[config.mk]
export PLATFORM = sky130hd
export DESIGN_NAME = pipeline_skid_reg
export DESIGN_NICKNAME = d
export VERILOG_FILES = /design/src/rtl/pipeline_skid_reg.sv
export SDC_FILE = /design/constraint.sdc
export NUM_CORES = 1
export LEC_CHECK = 0
export CORE_MARGIN = 1
export CORE_UTILIZATION = 53
export CTS_CLUSTER_SIZE = 30
export DETAILED_ROUTE_END_ITERATION = 12
export GPL_TIMING_DRIVEN = 0
export PLACE_DENSITY = 0.9
export SYNTH_ARGS = -nofsm -noshare
export SYNTH_HDL_FRONTEND = slang
export SYNTH_SLANG_ARGS = --single-unit
[constraint.sdc]
create_clock -name CLK -period 2.8 [get_ports CLK]
set_clock_uncertainty 0.05 [all_clocks]
set_input_delay 0.28 -clock CLK [delete_from_list [all_inputs] [get_ports CLK]]
set_output_delay 0.28 -clock CLK [all_outputs]
set_load 0.005 [all_outputs]
[src/rtl/pipeline_skid_reg.sv]
// pipeline_skid_reg: elastic valid/ready stage register with one-entry skid buffer and flush-to-NOP.
// Optional saturating stall/bubble counters are enabled by defining PREG_STATS_EN.
module pipeline_skid_reg #(
    parameter int               RSIZE   = 64,
    parameter logic [RSIZE-1:0] NOP_VAL = '0,
    parameter int               CNT_W   = 16
) (
    input  logic             CLK,
    input  logic             nRST,
    input  logic             flush,
    input  logic             in_valid,
    output logic             in_ready,
    input  logic [RSIZE-1:0] in_data,
    output logic             out_valid,
    input  logic             out_ready,
    output logic [RSIZE-1:0] out_data
`ifdef PREG_STATS_EN
    ,
    output logic [CNT_W-1:0] stall_cnt,
    output logic [CNT_W-1:0] bubble_cnt
`endif
);
    typedef enum logic [1:0] {EMPTY, BUSY, FULL} state_t;

    state_t           r_state;
    logic [RSIZE-1:0] r_main;
    logic [RSIZE-1:0] r_skid;
    logic             r_out_valid;
    logic             r_in_ready;
    logic             w_accept;
    logic             w_take;

    assign w_accept  = in_valid & r_in_ready;
    assign w_take    = r_out_valid & out_ready;
    assign in_ready  = r_in_ready;
    assign out_valid = r_out_valid;
    assign out_data  = r_main;

    // Handshake outputs are registered alongside the state so in_ready never sees out_ready combinationally.
    always_ff @(posedge CLK or negedge nRST) begin
        if (!nRST) begin
            r_state     <= EMPTY;
            r_main      <= NOP_VAL;
            r_skid      <= NOP_VAL;
            r_out_valid <= 1'b0;
            r_in_ready  <= 1'b1;
        end else if (flush) begin
            r_state     <= EMPTY;
            r_main      <= NOP_VAL;
            r_skid      <= NOP_VAL;
            r_out_valid <= 1'b0;
            r_in_ready  <= 1'b1;
        end else begin
            case (r_state)
                EMPTY: begin
                    if (w_accept) begin
                        r_main      <= in_data;
                        r_state     <= BUSY;
                        r_out_valid <= 1'b1;
                    end
                end
                BUSY: begin
                    if (w_accept && w_take) begin
                        r_main <= in_data;
                    end else if (w_accept) begin
                        r_skid     <= in_data;
                        r_state    <= FULL;
                        r_in_ready <= 1'b0;
                    end else if (w_take) begin
                        r_main      <= NOP_VAL;
                        r_state     <= EMPTY;
                        r_out_valid <= 1'b0;
                    end
                end
                FULL: begin
                    if (w_take) begin
                        r_main     <= r_skid;
                        r_skid     <= NOP_VAL;
                        r_state    <= BUSY;
                        r_in_ready <= 1'b1;
                    end
                end
                default: begin
                    r_state     <= EMPTY;
                    r_main      <= NOP_VAL;
                    r_skid      <= NOP_VAL;
                    r_out_valid <= 1'b0;
                    r_in_ready  <= 1'b1;
                end
            endcase
        end
    end

`ifdef PREG_STATS_EN
    logic [CNT_W-1:0] r_stall_cnt;
    logic [CNT_W-1:0] r_bubble_cnt;
    logic             w_stall;
    logic             w_bubble;

    assign w_stall    = r_out_valid & ~out_ready & ~flush;
    assign w_bubble   = ~r_out_valid & out_ready;
    assign stall_cnt  = r_stall_cnt;
    assign bubble_cnt = r_bubble_cnt;

    // Counters saturate and survive flush; only nRST clears them.
    always_ff @(posedge CLK or negedge nRST) begin
        if (!nRST) begin
            r_stall_cnt  <= '0;
            r_bubble_cnt <= '0;
        end else begin
            r_stall_cnt  <= (w_stall && r_stall_cnt != '1) ? r_stall_cnt + 1'b1 : r_stall_cnt;
            r_bubble_cnt <= (w_bubble && r_bubble_cnt != '1) ? r_bubble_cnt + 1'b1 : r_bubble_cnt;
        end
    end
`else
    logic [CNT_W-1:0] w_unused_cnt;
    assign w_unused_cnt = '0;
`endif
endmodule

==> results.cfg <==
; physical design summary
[layout]
final_area_um2 = 7490
area.growth.synth_to_final_pct = 39.6
comb_cells = 223
nNetsFinal = 621
n_antenna_cell = 0
drive_above_1_share_pct = 13.5
top_area_cell_class = registers
n_all_inverters = 1
number_of_clock_tree_buffers_in_the_layout = 18
seq_share_pct = 44.1
lay_top_count = sky130_fd_sc_hd__clkdlybuf4s50_1
area.combinational_um2 = 1810
layoutNonFillerInstCount = 697

[critical_path]
path_depth = 6
setup.reg_to_reg.worst_slack_ns = 0.75
cp_max_fo = 10
timing.critical_path.required_ns = 3.13
cp_slowest_cell = sky130_fd_sc_hd__o21ai_2
startpoint_type = flop
slowest_delay_ns = 0.48
path_common_cell = sky130_fd_sc_hd__buf_2
worstSetupEndpointType = flop
critical_path.top_delay_family = AND-OR/OR-AND gates

[floorplanning]
core-area_um2 = 9770
rows = 36
die_height_um = 103

[synth]
ys_cells = 397
number_of_register_bits_inferred_by_synthesis = 132
ys_dominant_reg_cell = sky130_fd_sc_hd__dfrtp_1
async_flop_share_pct = 100

[place]
detailed_place.area_um2 = 6900
io_buffers = 134

[timing]
achievable-frequency_ghz = 0.487
period_minus_slack_ns = 2.05
tightestPinTransition_ns = 0.612
tns_ns = 0
final_max_slew_viol_count = 0
rsz0062_at_grt = no

[clocking]
number_of_h_tree_levels = 4
cts_hold_buf = 1
cts_max_path_buffers = 2
clkTransAtPathRegs_ns = 0.06

[pwr]
switching_share_pct = 28.0
p_switching_uw = 1540
p_per_area_nw_per_um2 = 732
intPower_uw = 3940
largest_vdd_supply_drop_uv = 520

[drt]
wl_per_cell_um = 21.0
first_iter_violations = 288
vias_per_cell = 6.19
total_length_of_routed_wires_um = 14600
drc_errors = 0

[job]
log.warning_count = 26
max_cap_viol_count = 0

[run_status]
run_status = finished clean

[grt]
grt_start_max_net_pins = 68
grt_pass1_vias = 4464
[metrics by stage]
stage               total power, uW  hold WS [ns]
finish                         5480         0.263
global route                   5690         0.332
CTS                            5500         0.294
detailed placement             3320         0.265
global placement               3280         0.420
floorplan                      2730       -0.0656
[state kept, by name (all words and copies together) (netlist names)]
register   count
out_data      64
r_state        2
in_ready       1
out_valid      1
r_skid        64
[layer usage]
metal / up-vias / routed length [um] / track usage, %
met4: 0 / 308 / 9.67
met2: 218 / 7300 / 47.9
met1: 2173 / 6060 / 38.6
met3: 25 / 953 / 6.31
met5: - / 0 / 0
li1: 1898 / - / -
[cell families after synthesis]
logic type             Yosys count  synth area share [%]
AOI/OAI and AO/OA              208                  32.2
DFF                            132                  61.6
buffers and inverters           42                  4.64
and+or+nand+nor                 15                  1.52
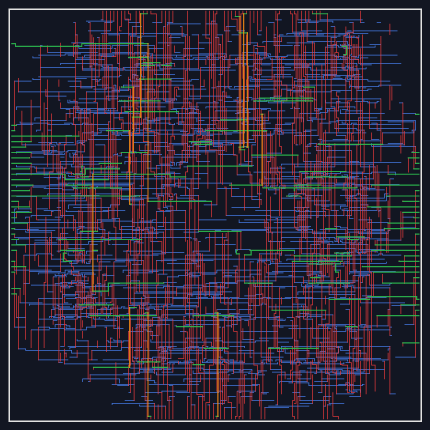
(images/wires.png)
Scale: 4 px per um.
| colour | layer | wire length |
|---|---|---|
| red | metal 2 | 7300 um |
| green | metal 3 | 953 um |
| orange | metal 4 | 309 um |
| blue | metal 1 | 6060 um |

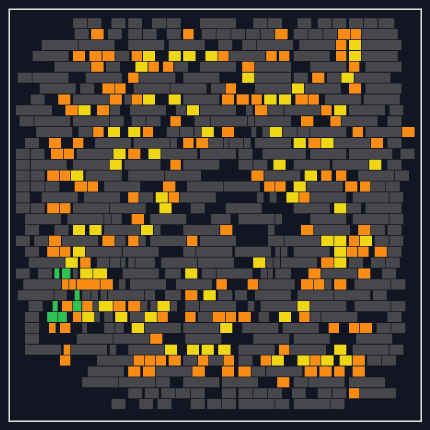
(images/logic_types.png)
Scale: 4 px per um.
| colour | family | cells | where |
|---|---|---|---|
| yellow | non-inverting ao/oa cells | 68 | all over the die |
| green | nand cells | 7 | lower left |
| orange | aoi and oai cells | 140 | all over the die |

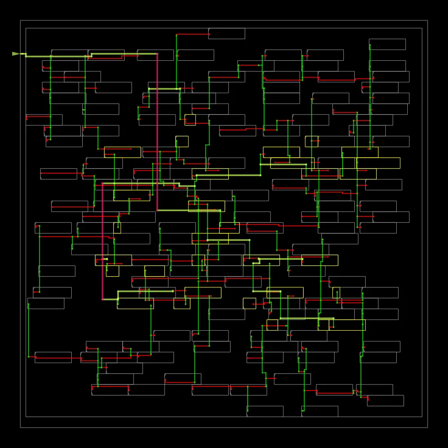
(images/clocks.png)
Clk. pwr: 2160 uW
flip-flops: 132
clock insertion delay at the later pin of the skew report: 0.51 ns

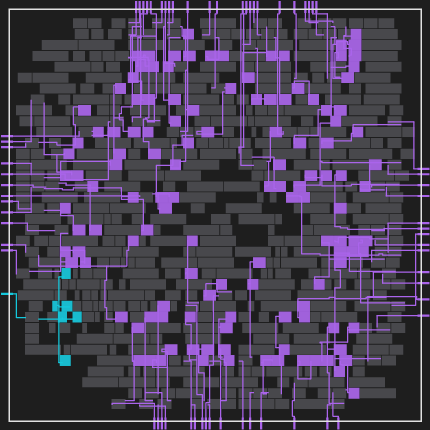
(images/io_fan.png)
Scale: 4 px per um.
| colour | port | bits | direction | end cells | buffers | wire |
|---|---|---|---|---|---|---|
| cyan | out_ready | 1 | input | 6 | 1 | 46.2 um |
| purple | in_data | 64 | input | 128 | 64 | 2290 um |

Power and IR drop assume default switching activity.
